Design vid_timing_monitor, sky130hd; sources not shown.
Run 1, routed metal per tile:
Scale: 1.5 px per um. 15 x 30 tiles, from dark purple (low) to yellow (high), scaled to the fullest tile. Values are wire area over tile area, all layers added.
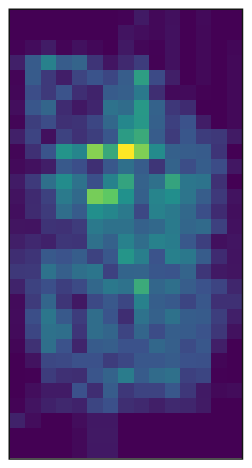
- nearly empty tiles: 20%
- fullest tile: 0.56
- tiles over half the peak: 3.8%
Total GRT Usage: 13.4%
routed vias: 7944
routed wire length: 31000 um

Run 1, M3 wires:
Scale: 1.5 px per um. Cells faint in the background.
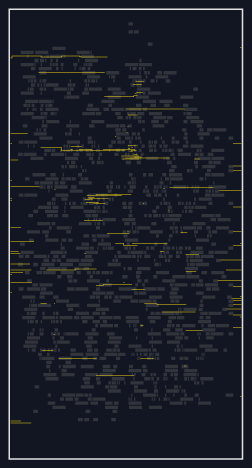
- share of all routed wire: 3.4%
- wire length on this layer: 1040 um
- main direction: horizontal
- nets with wire on the layer: 77
global routing met3 resource utilization: 1.84%

Run 1, placed cells, one color a class:
Scale: 2 px per um.
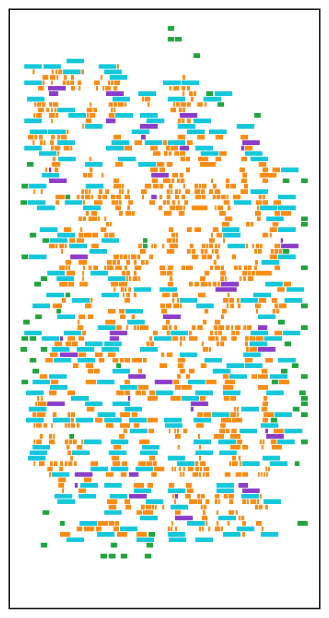
- sequential cells: cyan (cells 207)
- remaining buffers and delay cells: green (cells 64)
- clock drivers and dummy loads: purple (cells 42)
- combinational and other logic: orange (cells 792)
post-layout instance area: 13000 sq um
share of the core filled with cells in the final layout: 31.4%
Seq area share: 39.8%
core footprint: 41500 sq um

==> summary.json, run 1 <==
{
  "outcome": {"value": "completed"},
  "relSlewSlack": {"value": 38.9, "unit": "%"},
  "hold_class": {"value": "reg -> reg"},
  "yosysUniqueCellTypes": {"value": 70},
  "openroad.warnings": {"value": 32},
  "postSynthCellCount": {"value": 1063},
  "synthesis.area": {"value": 11300, "unit": "sq um"},
  "setup.worst_path.start_class": {"value": "flop"},
  "io_buffer_count": {"value": 55},
  "drc_markers": {"value": 0},
  "crit_cells": {"value": 11},
  "antenna-diode-count": {"value": 0},
  "synth_top_cell_by_area": {"value": "dfrtp_1"},
  "cts_repair_resize_count": {"value": 0},
  "synth_flops": {"value": 207},
  "count_of_cells_along_the_worst_register_to_register_path": {"value": 11},
  "worst-setup-path-type": {"value": "reg -> reg"},
  "clock_latency": {"value": 0.54, "unit": "ns"},
  "firstDrtPassIters": {"value": 4},
  "setup.reg_to_reg.worst_slack": {"value": 1.81, "unit": "ns"},
  "fp.dieArea": {"value": 46200, "unit": "sq um"},
  "setup_viol_count_final": {"value": 0},
  "die-height": {"value": 299, "unit": "um"},
  "timing.max_cap.violations": {"value": 0},
  "timing_hold_violations_final": {"value": 0},
  "leakagePower": {"value": 5.90, "unit": "nW"},
  "layout_top_cells": {"value": "dfrtp_1, nand2_1, xnor2_1, xor2_1, mux2_2"},
  "die_width": {"value": 154, "unit": "um"},
  "topCellsByArea": {"value": "dfrtp_1, mux2_2, xnor2_1"},
  "first_global_vias": {"value": 8017},
  "power.share.switching": {"value": 31.1, "unit": "%"},
  "ctsLongestPathBuffers": {"value": 3},
  "seq_power_share": {"value": 42.6, "unit": "%"},
  "critPathRequiredTime": {"value": 7.22, "unit": "ns"},
  "p_sw": {"value": 1.10, "unit": "mW"},
  "antenna_found_initial": {"value": 1},
  "max_stage_delay": {"value": 0.67, "unit": "ns"},
  "gp_congestion": {"value": 0.840},
  "htree_levels": {"value": 1},
  "fin_setup_tns": {"value": 0, "unit": "ns"},
  "critical_path.top_delay_family": {"value": "simple AND/OR/NAND/NOR gates"},
  "floorplan.io_pins": {"value": 56},
  "ctsRootBufferMaster": {"value": "clkbuf_16"},
  "tightest_slew": {"value": 0.908, "unit": "ns"},
  "hold_depth": {"value": 0},
  "ys_seq_share": {"value": 46.0, "unit": "%"},
  "worstPathArrival": {"value": 5.40, "unit": "ns"},
  "core.rowCount": {"value": 106},
  "rsz0062_at_grt": {"value": "no"},
  "layout_top_cell_excl_fill_tap": {"value": "dfrtp_1"},
  "grt_max_degree": {"value": 105},
  "cts_setup_buffers": {"value": 0},
  "global_route.overflow_total": {"value": 0},
  "period_minus_slack": {"value": 4.99, "unit": "ns"},
  "max_clock_freq": {"value": 200, "unit": "MHz"},
  "largest_reg_flops": {"value": 48},
  "holdBufCountCts": {"value": 0},
  "clock_power_share": {"value": 36.1, "unit": "%"},
  "cts.sinks": {"value": 207},
  "final_max_slew_viol_count": {"value": 0},
  "worst_ir_drop_vdd": {"value": 0.162, "unit": "mV"},
  "avgSynthCellArea": {"value": 10.6, "unit": "sq um"},
  "finClkSkew": {"value": 0.0150, "unit": "ns"},
  "mappedNetlistNets": {"value": 1081},
  "detailed_place.area": {"value": 12300, "unit": "sq um"},
  "yosysChipArea": {"value": 11300, "unit": "sq um"},
  "cts-buffers-inserted": {"value": 23},
  "finalWorstSetupSlack": {"value": 1.81, "unit": "ns"},
  "power_density": {"value": 271, "unit": "nW/um^2"},
  "layout-area-overhead-vs-synth": {"value": 15.6, "unit": "%"},
  "drt_first_iter_violations": {"value": 371},
  "p_int": {"value": 2.43, "unit": "mW"},
  "flop_cell": {"value": "dfrtp_1"},
  "clk_pin_slew": {"value": 0.07, "unit": "ns"},
  "postSynth.asyncResetShare": {"value": 100, "unit": "%"},
  "cell_type_with_the_highest_occurrence_count_on_the_critical_path": {"value": "or4_4"},
  "synth.most_common_cell": {"value": "dfrtp_1"},
  "fin_crit_sh": {"value": 73.4, "unit": "%"},
  "final_antenna_net_count": {"value": 0},
  "floorplanUtilization": {"value": 27.1, "unit": "%"},
  "fin_worst_hold_slack": {"value": 0.399, "unit": "ns"},
  "grt_first_pass_wirelength": {"value": 49200, "unit": "um"},
  "comb_power_share": {"value": 21.3, "unit": "%"},
  "edf_count": {"value": 0},
  "avgRoutedWirePerCell": {"value": 18.8, "unit": "um"}
}
==> run 1: per-layer routing <==
layer | global-route usage (%) | vias to the layer above | part of all wire, %
li1 | - | 3791 | -
met1 | 19.0 | 3960 | 47
met2 | 21.4 | 143 | 47
met3 | 1.84 | 48 | 3.4
met4 | 4.06 | 2 | 2.7
met5 | 0 | - | 0.023
==> run 1: stage by stage <==
| stage | std cells | total power, mW |
|---|---|---|
| after detailed placement | 1603 | 2.28 |
| final | 1645 | 3.53 |
| after CTS | 1645 | 3.59 |
| after floorplan | 1063 | 2.04 |
| after global placement | 1603 | 2.28 |
| after global routing | 1645 | 3.72 |
==> run 1: power by group through the flow <==
stage	clock (mW)	sequential [mW]	combinational [mW]
finish	1.27	1.50	0.751
global route	1.36	1.52	0.834
CTS	1.32	1.50	0.764
detailed placement	0	1.53	0.758
global placement	0	1.52	0.755
floorplan	0	1.46	0.575
==> run 1: kinds of logic after synthesis <==
logic type	after synthesis	synth area share [%]
compound gates	122	6.93
xor+xnor	156	12.6
fa+ha+maj	13	1.44
buf+inv	86	3.52
flops	207	46.0
mux	114	12.5
simple gates	365	17.0
==> run 1: worst reg2reg max path, delay by kind of cell (launching register included) <==
| kind | cells | cell delay (ns) |
|---|---|---|
| and+or+nand+nor | 7 | 3.08 |
| buffers and inverters | 2 | 0.68 |
| DFF | 1 | 0.50 |
| muxes | 1 | 0.40 |
| adders and majority gates | 1 | 0.22 |
==> run 1: cell type report <==
class | count | area [sq um]
repair buffers | 64 | 623
fillers | 4235 | 28500
clock buffers | 33 | 683
well taps | 540 | 676
clock inverters | 9 | 76.3
multi-input cells | 770 | 5700
flip-flops and latches | 207 | 5180
inverters | 22 | 82.6
Run 1, clock nets:
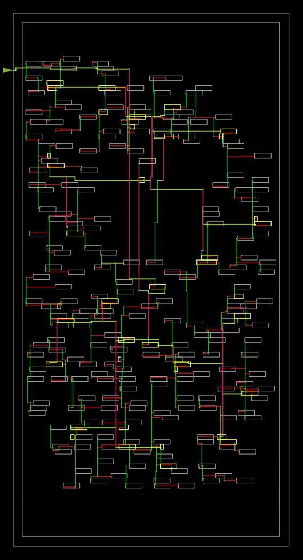

==> run 1 -> run 2 <==
clock period = 4.8 ns   (was 6.8 ns; I/O delays follow)
Run 2, clock nets:
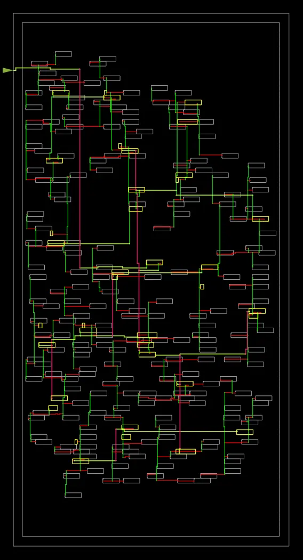
Clock Sinks: 207
clock latency of the later-clocked register in the worst-skew pair: 0.55 ns

Run 2, routed metal per tile:
Scale: 1.5 px per um. 15 x 30 tiles, from dark purple (low) to yellow (high), scaled to the fullest tile. Values are wire area over tile area, all layers added.
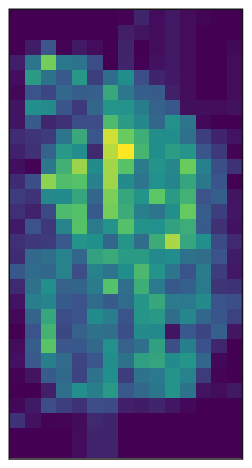
- emptiest ninth of the die: top right
- tiles over half the peak: 17%
- mean over tiles: 0.10
- fullest tile: 0.38
- nearly empty tiles: 19%
- densest ninth of the die: middle
Total GRT Usage: 13.4%
routed vias: 7851
Wirelength per Cell: 18.6 um

Run 2, placed cells, one color a class:
Scale: 2 px per um.
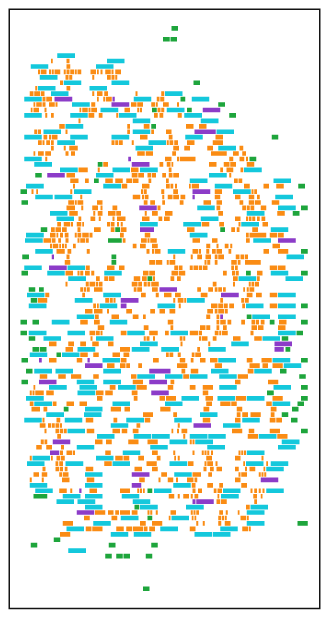
- clock drivers and dummy loads: purple (cells 39)
- sequential cells: cyan (cells 207)
- combinational and other logic: orange (cells 792)
- remaining buffers and delay cells: green (cells 78)
Seq area share: 39.4%
post-layout instance area: 13100 sq um
share of the core filled with cells in the final layout: 31.7%
floorplan row count: 106

==> summary.json, run 2 <==
{
  "outcome": {"value": "completed"},
  "final_max_slew_viol_count": {"value": 0, "change": "unchanged"},
  "period_minus_slack": {"value": 4.26, "unit": "ns", "change": "-0.730 ns"},
  "flop_cell": {"value": "dfrtp_1"},
  "ys_seq_share": {"value": 46.0, "unit": "%", "change": "unchanged"},
  "synthAdderAreaFrac": {"value": 1.44, "unit": "%", "change": "unchanged"},
  "grt_max_degree": {"value": 112, "change": "+6.7%"},
  "power_density": {"value": 380, "unit": "nW/um^2", "change": "+40%"},
  "synth.logic.top_family": {"value": "simple AND/OR/NAND/NOR gates"},
  "antenna_found_initial": {"value": 0, "change": "-1"},
  "die-height": {"value": 299, "unit": "um", "change": "unchanged"},
  "io_buffer_count": {"value": 55, "change": "unchanged"},
  "edf_count": {"value": 0, "change": "unchanged"},
  "floorplanUtilization": {"value": 27.1, "unit": "%", "change": "unchanged"},
  "setup.reg_to_reg.worst_slack": {"value": 0.54, "unit": "ns", "change": "-1.27 ns"},
  "postSynth.asyncResetShare": {"value": 100, "unit": "%", "change": "unchanged"},
  "clk_pin_slew": {"value": 0.06, "unit": "ns", "change": "about the same"},
  "synth_flops": {"value": 207, "change": "unchanged"},
  "detailed_place.area": {"value": 12400, "unit": "sq um", "change": "+1.1%"},
  "synth_xor_xnor_area_share": {"value": 12.6, "unit": "%", "change": "unchanged"},
  "antenna-diode-count": {"value": 0, "change": "unchanged"},
  "comb_power_share": {"value": 21.3, "unit": "%", "change": "about the same"},
  "global_route.overflow_total": {"value": 0, "change": "unchanged"},
  "critical_path.top_delay_family": {"value": "simple AND/OR/NAND/NOR gates"},
  "timing_hold_violations_final": {"value": 0, "change": "unchanged"},
  "crit_cells": {"value": 11, "change": "unchanged"},
  "floorplan.io_pins": {"value": 56, "change": "unchanged"},
  "seq_power_share": {"value": 42.6, "unit": "%", "change": "about the same"},
  "finalWorstSetupSlack": {"value": 0.542, "unit": "ns", "change": "-1.27 ns"},
  "worstPathArrival": {"value": 4.67, "unit": "ns", "change": "-0.73 ns"},
  "drc_markers": {"value": 0, "change": "unchanged"},
  "holdBufCountCts": {"value": 0, "change": "unchanged"},
  "avgSynthCellArea": {"value": 10.6, "unit": "sq um", "change": "unchanged"},
  "count_of_cells_along_the_worst_register_to_register_path": {"value": 11, "change": "unchanged"},
  "cts_setup_buffers": {"value": 0, "change": "unchanged"},
  "first_global_vias": {"value": 8208, "change": "+2.4%"},
  "power.share.switching": {"value": 30.8, "unit": "%", "change": "-0.37 points"},
  "htree_levels": {"value": 1, "change": "unchanged"},
  "synth.most_common_cell": {"value": "dfrtp_1"},
  "largest_reg_flops": {"value": 48, "change": "unchanged"},
  "layout_top_cells": {"value": "dfrtp_1, nand2_1, xnor2_1, xor2_1, mux2_2"},
  "p_sw": {"value": 1.53, "unit": "mW", "change": "+40%"},
  "yosysChipArea": {"value": 11300, "unit": "sq um", "change": "unchanged"},
  "mappedNetlistNets": {"value": 1081, "change": "unchanged"}
}
==> run 2: logic make-up after synthesis <==
kind of cell / Yosys count
simple gates: 365
flops: 207
xor+xnor: 156
compound gates: 122
mux: 114
buf+inv: 86
fa+ha+maj: 13
==> run 2: per-layer routing <==
metal | track usage (%) | wire length [um] | vias to the layer above | part of all wire, %
met4 | 3.26 | 559 | 0 | 1.8
met1 | 18.8 | 14800 | 3900 | 48
met3 | 1.72 | 870 | 30 | 2.8
li1 | - | - | 3814 | -
met2 | 21.7 | 14500 | 107 | 47
met5 | 0 | 0 | - | 0
==> run 2: final cells by class <==
class	instances	area, sq um	area share, %
Inverter	22	82.6	0.628
Sequential cell	207	5180	39.4
Tap cell	540	676	5.14
Multi-Input combinational cell	770	5700	43.4
Clock inverter	8	109	0.828
Clock buffer	31	636	4.84
Timing Repair Buffer	78	753	5.73
==> run 2: power groups by stage <==
stage          Combinational [mW]  Sequential (mW)  Clock [mW]
5_1_grt                      1.18             2.16        1.93
4_1_cts                      1.09             2.13        1.88
3_3_place_gp                 1.08             2.15           0
3_5_place_dp                 1.08             2.16           0
2_1_floorplan               0.815             2.07           0
6_report                     1.06             2.13        1.80
==> run 2: worst register-to-register path: stages, from the launching register on <==
cell      delay [ns]
dfrtp_1         0.50
inv_1           0.17
ha_1            0.23
or4b_1          0.61
or3_1           0.35
and3_1          0.16
nand3b_1        0.16
or4_4           0.56
or4_4           0.58
nand3_2         0.14
buf_12          0.26
mux2_2          0.42
==> run 2: stage by stage <==
step                      cells  hold slack [ns]
after CTS                  1656            0.434
final                      1656            0.417
after floorplan            1063            0.368
after global routing       1656            0.443
after detailed placement   1617            0.399
after global placement     1617            0.393
Power figures rest on the tool's default switching activity, not on a simulated workload.
